[src/rtl/cacheline_burst_adaptor_pkg.sv]
// Shared types and constants for the cache-line to DRAM burst adaptor.
package cla_pkg;

    typedef enum logic [1:0] {
        ST_IDLE,
        ST_RD_BURST,
        ST_WR_BURST,
        ST_DONE
    } cla_state_e;

    localparam int BEATS      = 4;
    localparam int BEAT_IDX_W = 2;
    localparam int OFFSET_W   = 5;

endpackage

[src/rtl/cacheline_burst_adaptor.sv]
// Moves one 256-bit cache line as a 4-beat 64-bit DRAM burst.
// Optional CLA_WATCHDOG_EN aborts a stalled burst with err after TIMEOUT cycles.
module cacheline_burst_adaptor
    import cla_pkg::*;
#(
    parameter int LINE_W  = 256,
    parameter int BURST_W = 64,
    parameter int ADDR_W  = 32,
    parameter int TIMEOUT = 1024
) (
    input  logic               clk,
    input  logic               rst_n,
    input  logic [ADDR_W-1:0]  pmem_address,
    input  logic               pmem_read,
    input  logic               pmem_write,
    input  logic [LINE_W-1:0]  pmem_wdata,
    output logic [LINE_W-1:0]  pmem_rdata,
    output logic               pmem_resp,
    output logic               err,
    output logic [ADDR_W-1:0]  dram_address,
    output logic               dram_read,
    output logic               dram_write,
    output logic [BURST_W-1:0] dram_wdata,
    input  logic [BURST_W-1:0] dram_rdata,
    input  logic               dram_resp
);

    cla_state_e              r_state;
    logic [BEAT_IDX_W-1:0]   r_beat;
    logic [LINE_W-1:0]       r_line;
    logic [LINE_W-1:0]       r_rdata;
    logic [ADDR_W-1:0]       r_addr;
    logic                    r_dram_read;
    logic                    r_dram_write;
    logic                    r_pmem_resp;
    logic                    r_err;

    logic [LINE_W-1:0]       w_rd_line;
    logic                    w_last;
    logic                    w_expire;
    logic [ADDR_W-1:0]       w_line_addr;
    logic [OFFSET_W+31:0]    w_unused;

    assign w_last      = (r_beat == BEAT_IDX_W'(BEATS - 1));
    assign w_line_addr = {pmem_address[ADDR_W-1:OFFSET_W], {OFFSET_W{1'b0}}};
    assign w_unused    = {pmem_address[OFFSET_W-1:0], 32'(TIMEOUT)};

    always_comb begin
        w_rd_line = r_line;
        w_rd_line[r_beat*BURST_W +: BURST_W] = dram_rdata;
    end

`ifdef CLA_WATCHDOG_EN
    localparam int WD_W = $clog2(TIMEOUT);

    logic [WD_W-1:0] r_wd;

    // Fires on the cycle whose increment would reach TIMEOUT-1.
    assign w_expire = !dram_resp && (r_wd == WD_W'(TIMEOUT - 2));

    always_ff @(posedge clk or negedge rst_n) begin
        if (!rst_n) begin
            r_wd <= '0;
        end else if (r_state == ST_RD_BURST || r_state == ST_WR_BURST) begin
            r_wd <= dram_resp ? '0 : r_wd + 1'b1;
        end else begin
            r_wd <= '0;
        end
    end
`else
    assign w_expire = 1'b0;
`endif

    always_ff @(posedge clk or negedge rst_n) begin
        if (!rst_n) begin
            r_state      <= ST_IDLE;
            r_beat       <= '0;
            r_line       <= '0;
            r_rdata      <= '0;
            r_addr       <= '0;
            r_dram_read  <= 1'b0;
            r_dram_write <= 1'b0;
            r_pmem_resp  <= 1'b0;
            r_err        <= 1'b0;
        end else begin
            r_pmem_resp <= 1'b0;
            r_err       <= 1'b0;
            unique case (r_state)
                ST_IDLE: begin
                    if (pmem_write) begin
                        r_addr       <= w_line_addr;
                        r_line       <= pmem_wdata;
                        r_beat       <= '0;
                        r_dram_write <= 1'b1;
                        r_state      <= ST_WR_BURST;
                    end else if (pmem_read) begin
                        r_addr      <= w_line_addr;
                        r_beat      <= '0;
                        r_dram_read <= 1'b1;
                        r_state     <= ST_RD_BURST;
                    end
                end
                ST_RD_BURST: begin
                    if (dram_resp) begin
                        r_line <= w_rd_line;
                        r_beat <= r_beat + 1'b1;
                        if (w_last) begin
                            r_rdata     <= w_rd_line;
                            r_dram_read <= 1'b0;
                            r_pmem_resp <= 1'b1;
                            r_state     <= ST_DONE;
                        end
                    end else if (w_expire) begin
                        r_dram_read <= 1'b0;
                        r_pmem_resp <= 1'b1;
                        r_err       <= 1'b1;
                        r_state     <= ST_DONE;
                    end
                end
                ST_WR_BURST: begin
                    if (dram_resp) begin
                        r_beat <= r_beat + 1'b1;
                        if (w_last) begin
                            r_dram_write <= 1'b0;
                            r_pmem_resp  <= 1'b1;
                            r_state      <= ST_DONE;
                        end
                    end else if (w_expire) begin
                        r_dram_write <= 1'b0;
                        r_pmem_resp  <= 1'b1;
                        r_err        <= 1'b1;
                        r_state      <= ST_DONE;
                    end
                end
                ST_DONE: begin
                    r_state <= ST_IDLE;
                end
            endcase
        end
    end

    assign pmem_rdata   = r_rdata;
    assign pmem_resp    = r_pmem_resp;
    assign err          = r_err;
    assign dram_address = r_addr;
    assign dram_read    = r_dram_read;
    assign dram_write   = r_dram_write;
    assign dram_wdata   = r_dram_write ? r_line[r_beat*BURST_W +: BURST_W]
                                       : '0;

endmodule

[config.mk]
export PLATFORM = sky130hd
export DESIGN_NAME = cacheline_burst_adaptor
export DESIGN_NICKNAME = d
export VERILOG_FILES = /design/src/rtl/cacheline_burst_adaptor_pkg.sv /design/src/rtl/cacheline_burst_adaptor.sv
export SDC_FILE = /design/constraint.sdc
export NUM_CORES = 1
export LEC_CHECK = 0
export CAP_MARGIN = 20
export CORE_AREA = 2 2 277 279
export CTS_CLUSTER_SIZE = 10
export DETAILED_ROUTE_END_ITERATION = 8
export DIE_AREA = 0 0 279 281
export SLEW_MARGIN = 20
export SYNTH_ARGS = -nofsm -noshare
export SYNTH_HDL_FRONTEND = slang
export SYNTH_SLANG_ARGS = --single-unit
[constraint.sdc]
create_clock -name clk -period 5.1 [get_ports clk]
set_input_delay 0.765 -clock clk [delete_from_list [all_inputs] [get_ports clk]]
set_output_delay 0.765 -clock clk [all_outputs]
set_load 0.02 [all_outputs]
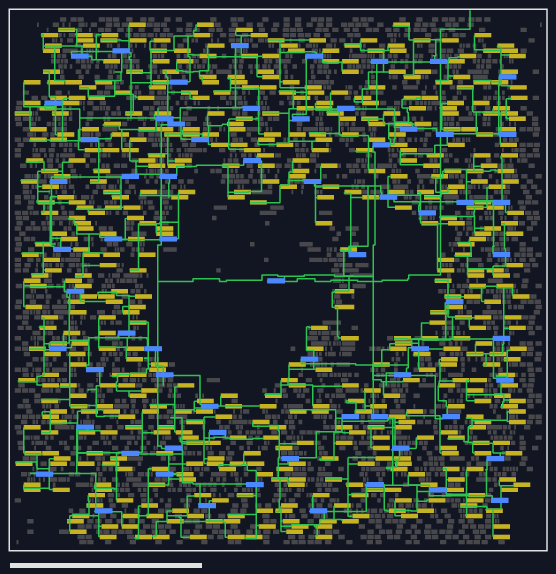
(images/clock_map.png)
Scale bar: 100 um.
legend:
  cells driving clock nets:
    colour: blue
    count: 67
  clock wires:
    colour: green
    length: 8220 um
  flip-flops:
    colour: yellow
    count: 546
routed clock nets: 68
Latency at later pin: 0.61 ns
worst clock skew: 0.0265 ns

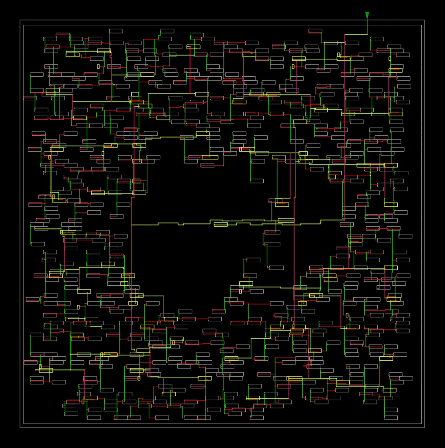
(images/final_clocks.png)
Clock net power: 0.00454 W
FF+latch count: 546
CTS sink cnt: 546
CTS Buf Count: 67
clkbuf count: 91

==> reports/metrics.csv <==
metric;value;unit
post-route-period-util;75.7;%
place_area;35500;sq um
ys_sh_aoi;23.3;%
drtIter0Drc;2754;
final_hold_viol_count;0;
root_buffer;clkbuf_16;
worstPathMaxFanout;70;
required;4.34;ns
num_rows;101;
adder_share;0.449;%
max_freq;259;MHz
first_global_vias;26900;
synthCells;2742;
path_clk_slew;0.06;ns
cts_setup_buffers;0;
combPwrFrac;53.0;%
avgSynthCellArea;10.2;sq um
hp-class;input port to async pin;
wire_per_inst;28.2;um
ys_types;50;
fp.dieH;281;um
cp_num_cells;4;
edf_count;0;
drt_pass1_iterations;6;
critPathSlowestCell;clkdlybuf4s50_1;
status;finished clean;
path_cells;buf_12 -> mux4_2 -> and2_1 -> clkdlybuf4s50_1;
comb_power;0.0138;W
crit_type;flop to primary output;
grt.overflow.total;0;
netlist_area;27900;sq um
p_int;0.0147;W
dp_cells;4187;
top_logic_kind;AND-OR/OR-AND gates;
fin_nets;3646;
p_seq_share;29.6;%
p_sw;0.0114;W
place_congestion;0.915;
setup_viol;0;
crit_start;r_beat[0];
logic_area;12900;sq um
utilization;49.8;%
ant_nets;0;
whs;0.109;ns
synth_stat.cells;2742;
core_util_floorplan;36.9;%
leakage;14.5;nW
rsz0062_at_grt;no;
max_cap_violations;0;
syn_to_final_growth;34.8;%
common_cells;dfrtp_1, o21ai_0, nand2_1, nor2b_1, a31oi_1;
drc;0;
wirelength;122000;um
tns;0;ns
yosysTopAreaCellShare;49.0;%
r2r-start;r_beat[0];
swShare;43.6;%
synthMuxAreaShare;6.49;%
post-place-ws;1.57;ns
ctsHtreeMaxLevel;3;
top_area_cell;dfrtp_1;
ys_sh_simple;15.4;%
yosysChipArea;27900;sq um
seqCellArea;13700;sq um
critPathMaxStageDelay;0.61;ns
ys_seq_elements;546;
yosysSeqAreaShare;49.0;%
dp_hpwl;76400;um
max_slew.worst_pin.slew;1.17;ns
startpoint_type;flop;
antenna_found_initial;26;
hold_buffers;0;
top_cell;dfrtp_1;
end_kind;primary output;
powerDensity;694;nW/um^2
cp-endpoint;dram_wdata[17];
setup_ws;1.24;ns
cts_tree;done;
grt_max_degree;183;
ir_worst_vdd;0.000559;V
drive_above_1_share;8.41;%
final_cell_area;37600;sq um
die_w;279;um
total_power;0.0261;W
final_cells;4306;
crit_buf_inv;2;
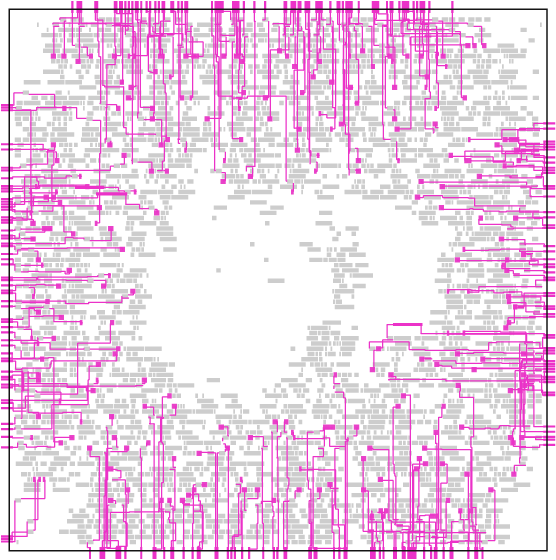
(images/port_nets.png)
legend:
  pmem_wdata:
    colour: magenta
    bits: 256
    direction: input
    edge: 83 north, 63 south, 58 west, 52 east
    end_cells: 256
    buffers: 256
    wire: 12800 um
PortBufs: 701
Boundary Pins: 713

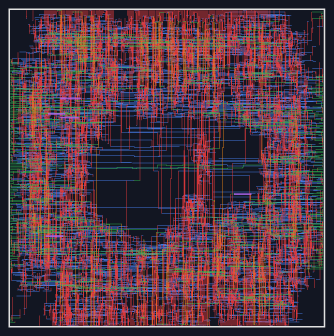
(images/metal_stack.png)
legend:
  met2:
    colour: red
    wire_length: 57.6 mm
  met4:
    colour: orange
    wire_length: 5910 um
  met1:
    colour: blue
    wire_length: 47.5 mm
  met3:
    colour: green
    wire_length: 10500 um
  met5:
    colour: purple
    wire_length: 72.7 um
Global Route Usage Sum: 30.4%
Vias: 26.5k

[per-layer routing]
| layer | GRT usage (%) | routed length (um) |
|---|---|---|
| met1 | 38.5 | 47500 |
| met2 | 48.7 | 57600 |
| met3 | 6.75 | 10500 |
| met4 | 15.8 | 5910 |
| met5 | 0 | 72 |
[final cells by class]
class	instances	area share [%]
multi-input combinational	1894	34.2
antenna	21	0.140
clock inverter	6	0.333
tap	978	3.26
clock buffer	91	4.92
inverter	9	0.0933
timing repair buffer	761	20.6
sequential	546	36.4
[worst register-to-register path: stages (launching register included)]
cell	delay (ns)
dfrtp_4	0.50
clkinv_2	0.42
ha_4	0.83
buf_4	0.87
nor2b_1	0.16
a31oi_1	0.45
o21ai_0	0.17
Power figures rest on the tool's default switching activity, not on a simulated workload.
